**config.mk**
```make
export PLATFORM = sky130hd
export DESIGN_NAME = sect409k1_pt_mul_host
export DESIGN_NICKNAME = d
export VERILOG_FILES = /design/src/rtl/sect409k1_pt_mul_host.sv
export SDC_FILE = /design/constraint.sdc
export NUM_CORES = 2
export LEC_CHECK = 0
export CORE_AREA = 2 2 507 509
export CTS_BUF_LIST = sky130_fd_sc_hd__clkbuf_2 sky130_fd_sc_hd__clkbuf_4 sky130_fd_sc_hd__clkbuf_8
export DETAILED_ROUTE_END_ITERATION = 8
export DIE_AREA = 0 0 509 511
export DONT_BUFFER_PORTS = 1
export SETUP_SLACK_MARGIN = 0.4
export SLEW_MARGIN = 20
export SYNTH_ARGS = -nofsm -noshare
export SYNTH_HDL_FRONTEND = slang
export SYNTH_SLANG_ARGS = --single-unit
```
**constraint.sdc**
```tcl
create_clock -name clk -period 5.48 [get_ports clk]
set_input_delay 0.548 -clock clk [delete_from_list [all_inputs] [get_ports clk]]
set_output_delay 0.548 -clock clk [all_outputs]
set_load 0.005 [all_outputs]
```
**src/rtl/sect409k1_pt_mul_host.sv**
```systemverilog
// Word-serial host front end for the sect409k1 point multiplier: packs a 409-bit
// scalar from W-bit words, runs one start/done handshake and streams x then y back out.
module sect409k1_pt_mul_host #(
  parameter int W  = 32,
  parameter int NW = 13
) (
  input  logic         clk,
  input  logic         rst_n,
  input  logic         clr,
  input  logic         in_valid,
  input  logic [W-1:0] in_data,
  output logic         in_ready,
  output logic         out_valid,
  output logic [W-1:0] out_data,
  input  logic         out_ready,
  output logic         busy,
  output logic         err,
  output logic         pm_clr,
  output logic         pm_start,
  output logic [408:0] pm_d,
  input  logic         pm_done,
  input  logic [408:0] pm_x,
  input  logic [408:0] pm_y
);

  localparam int OPW = 409;
  localparam int CW  = $clog2(2 * NW);

  typedef enum logic [2:0] {
    S_LOAD   = 3'd0,
    S_START  = 3'd1,
    S_WAIT   = 3'd2,
    S_CAPT   = 3'd3,
    S_UNLOAD = 3'd4
  } state_t;

  state_t          state_q, state_d;
  logic [CW-1:0]   wcnt_q, rcnt_q;
  logic            live_q;
  logic            err_q;
  logic            done_p1;
  logic [OPW-1:0]  scalar_q;
  logic [OPW-1:0]  x_q, y_q;
  logic            in_acc, out_acc, last_in, last_out, done_rise;
  logic [W-1:0]    word_sel;

  // Word idx of an operand zero-extended to NW*W bits; bits past the operand read as 0.
  function automatic logic [W-1:0] op_word(input logic [OPW-1:0] v, input int idx);
    logic [W-1:0] w;
    w = '0;
    for (int i = 0; i < W; i++)
      if (idx * W + i < OPW) w[i] = v[idx * W + i];
    return w;
  endfunction

  assign in_ready  = (state_q == S_LOAD) && live_q;
  assign out_valid = (state_q == S_UNLOAD);
  assign busy      = (state_q != S_LOAD);
  assign err       = err_q;
  assign pm_clr    = clr;
  assign pm_start  = (state_q == S_START);
  assign pm_d      = scalar_q;

  assign in_acc    = in_valid && in_ready && !clr;
  assign out_acc   = out_valid && out_ready;
  assign last_in   = (wcnt_q == CW'(NW - 1));
  assign last_out  = (rcnt_q == CW'(2 * NW - 1));
  // done_p1 lags pm_done by one cycle, so a level already high at START is not an edge.
  assign done_rise = pm_done && !done_p1;

  always_comb begin
    word_sel = '0;
    if (rcnt_q < CW'(NW)) word_sel = op_word(x_q, int'(rcnt_q));
    else                  word_sel = op_word(y_q, int'(rcnt_q) - NW);
    out_data = out_valid ? word_sel : '0;
  end

  always_comb begin
    state_d = state_q;
    case (state_q)
      S_LOAD:   if (in_acc && last_in) state_d = S_START;
      S_START:  state_d = S_WAIT;
      S_WAIT:   if (done_rise) state_d = S_CAPT;
      S_CAPT:   state_d = S_UNLOAD;
      S_UNLOAD: if (out_acc && last_out) state_d = S_LOAD;
      default:  state_d = S_LOAD;
    endcase
    if (clr) state_d = S_LOAD;
  end

  always_ff @(posedge clk or negedge rst_n) begin
    if (!rst_n) begin
      state_q  <= S_LOAD;
      wcnt_q   <= '0;
      rcnt_q   <= '0;
      live_q   <= 1'b0;
      err_q    <= 1'b0;
      done_p1  <= 1'b0;
      scalar_q <= '0;
      x_q      <= '0;
      y_q      <= '0;
    end else begin
      state_q <= state_d;
      live_q  <= 1'b1;
      done_p1 <= pm_done;
      if (clr) begin
        wcnt_q   <= '0;
        rcnt_q   <= '0;
        err_q    <= 1'b0;
        scalar_q <= '0;
        x_q      <= '0;
        y_q      <= '0;
      end else begin
        if (in_valid && !in_ready) err_q <= 1'b1;
        // Input stage: word wcnt lands in its slot; bits above 408 of the top word fall away.
        if (in_acc) begin
          wcnt_q <= last_in ? '0 : wcnt_q + CW'(1);
          for (int b = 0; b < OPW; b++)
            if (wcnt_q == CW'(b / W)) scalar_q[b] <= in_data[b % W];
        end
        // Capture stage: one cycle after the done edge, results are stable to register.
        if (state_q == S_CAPT) begin
          x_q <= pm_x;
          y_q <= pm_y;
        end
        // Output stage: rcnt only moves on acceptance, so stalled words hold steady.
        if (out_acc) rcnt_q <= last_out ? '0 : rcnt_q + CW'(1);
      end
    end
  end

endmodule

```
==> flow_summary.ini <==
; generated from flow reports
[cells_and_area]
final_core_util = 0.278
buffers_excl_clock = 1006
syn2layout_area_growth_pct = 34.4
layout.cells.non_filler = 8871
fillCellCount = 25900

[logic_synthesis]
yosys_cells = 4475
ys.flops = 1243
yosysSeqAreaShare = 0.590
top_cell_area_share = 0.590

[run_status]
outcome = complete, no violations

[die]
initial_core_util = 0.207
tapCellCount = 3384

[setup_path]
critPathLaunchType = flip-flop
crit_buf_inv = 3

[grt]
met3_usage = 0.0512
grt_util_all_layers = 0.198

[clock_network]
clkTransAtPathRegs_ns = 0.07

[drt]
met2_length_um = 139000

[final_timing]
rsz0062_at_grt = true
max_slew_margin = 0.235
[power breakdown]
group	switching (mW)	internal [mW]	total (mW)
sequential	0.0215	9.20	9.22
clock	4.23	5.50	9.73
combinational	0.707	0.497	1.20
total	4.96	15.2	20.2
[stage by stage]
step | power, mW | setup slack, ns
finish | 20.2 | 0.506
detailed placement | 9.75 | 0.490
floorplan | 9.59 | 2.10
CTS | 20.3 | 0.353
global route | 20.8 | 0.375
global placement | 9.74 | 0.288
[flip-flops by register name, summed over array words and instances (netlist names)]
name / flops
err: 1
done_p1: 1
x_q: 409
rcnt_q: 5
live_q: 1
state_q: 3
wcnt_q: 5
y_q: 409
pm_d: 409
[worst min-delay path by stage]
stage                                 end  cells after the start  slack (ns)   from
floorplan               done_p1$_DFF_PN0_                      0        0.25  rst_n
global placement    pm_d[185]$_DFFE_PN0P_                      0        0.26  rst_n
detailed placement  pm_d[183]$_DFFE_PN0P_                      0        0.25  rst_n
CTS                  x_q[148]$_DFFE_PN0P_                      3       0.008    clr
global route         x_q[148]$_DFFE_PN0P_                      3        0.07    clr
finish               x_q[405]$_DFFE_PN0P_                      3        0.16    clr
[kinds of logic (layout without fill, tap and decap cells)]
kind of cell	after synthesis	in the layout	share of synthesized area
xor gates and xnor gates	5	5	0.000973
other	1	68	0.0000711
adders and majority gates	7	7	0.00166
buffers and inverters	461	1404	0.0393
muxes	299	299	0.0841
DFF	1243	1243	0.590
and+or+nand+nor	976	978	0.0743
AOI/OAI and AO/OA	1483	1483	0.210
[timing repair]
item | 4_1_cts | 5_1_grt
endpoints found under the setup margin | 25 | 7
pin swaps | 4 | 0
buffers inserted | 20 | 0
hold buffers | 888 | 1
gates cloned | 2 | 0
hold endpoints to repair | 1727 | 5
gates resized | 27 | 2
### Clock nets

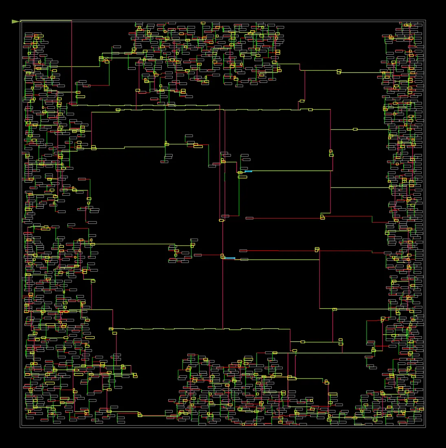
seq_cells: 1243
clk_lat worst skew: 0.98 ns
clock sinks: 1243
clock skew: 0.0903 ns
CLK BUF: 333

### Where the registers sit

Drawn at 1 px/um.
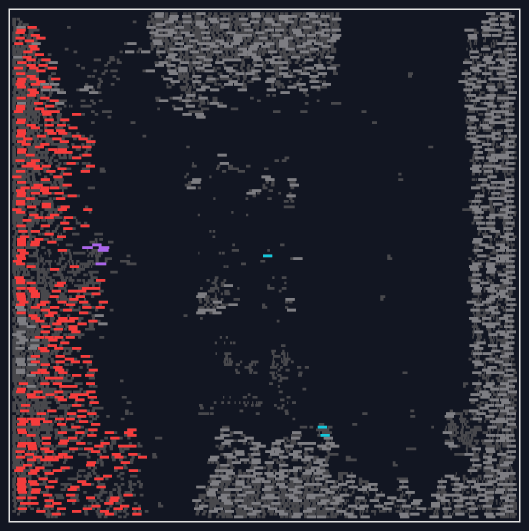
legend:
  `rcnt_q`:
    color: purple
    placed_flops: 5
    where: west
  `y_q`:
    color: red
    placed_flops: 409
    where: a column on the left
  `state_q`:
    color: cyan
    placed_flops: 3

### The metal 3 layer

Drawn at 1 px/um.
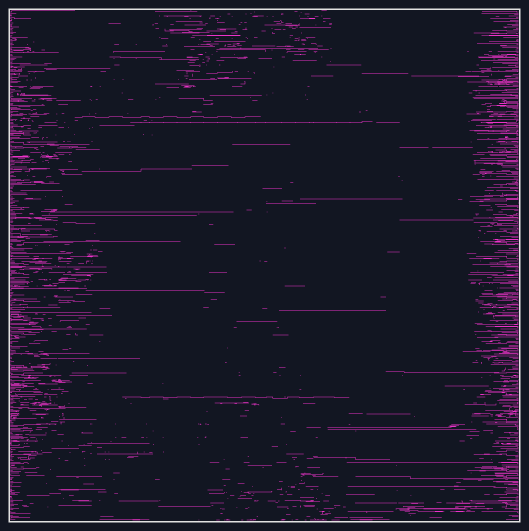
wire length on this layer: 22.0 mm
share of all routed wire: 8.1%
longest straight run: 184 um
main direction: horizontal
nets with wire on the layer: 1405

### Wiring heat map

The die is cut into 25 by 26 equal tiles; black is low, pale yellow is high, scaled to the fullest tile. Values are wire area over tile area, all layers added.
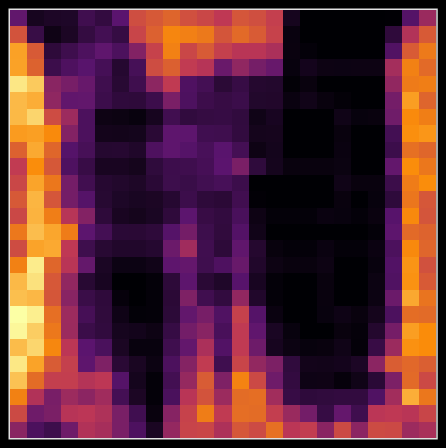
nearly empty tiles: 14%
emptiest ninth of the die: center
mean over tiles: 0.18

Power figures rest on the tool's default switching activity, not on a simulated workload.
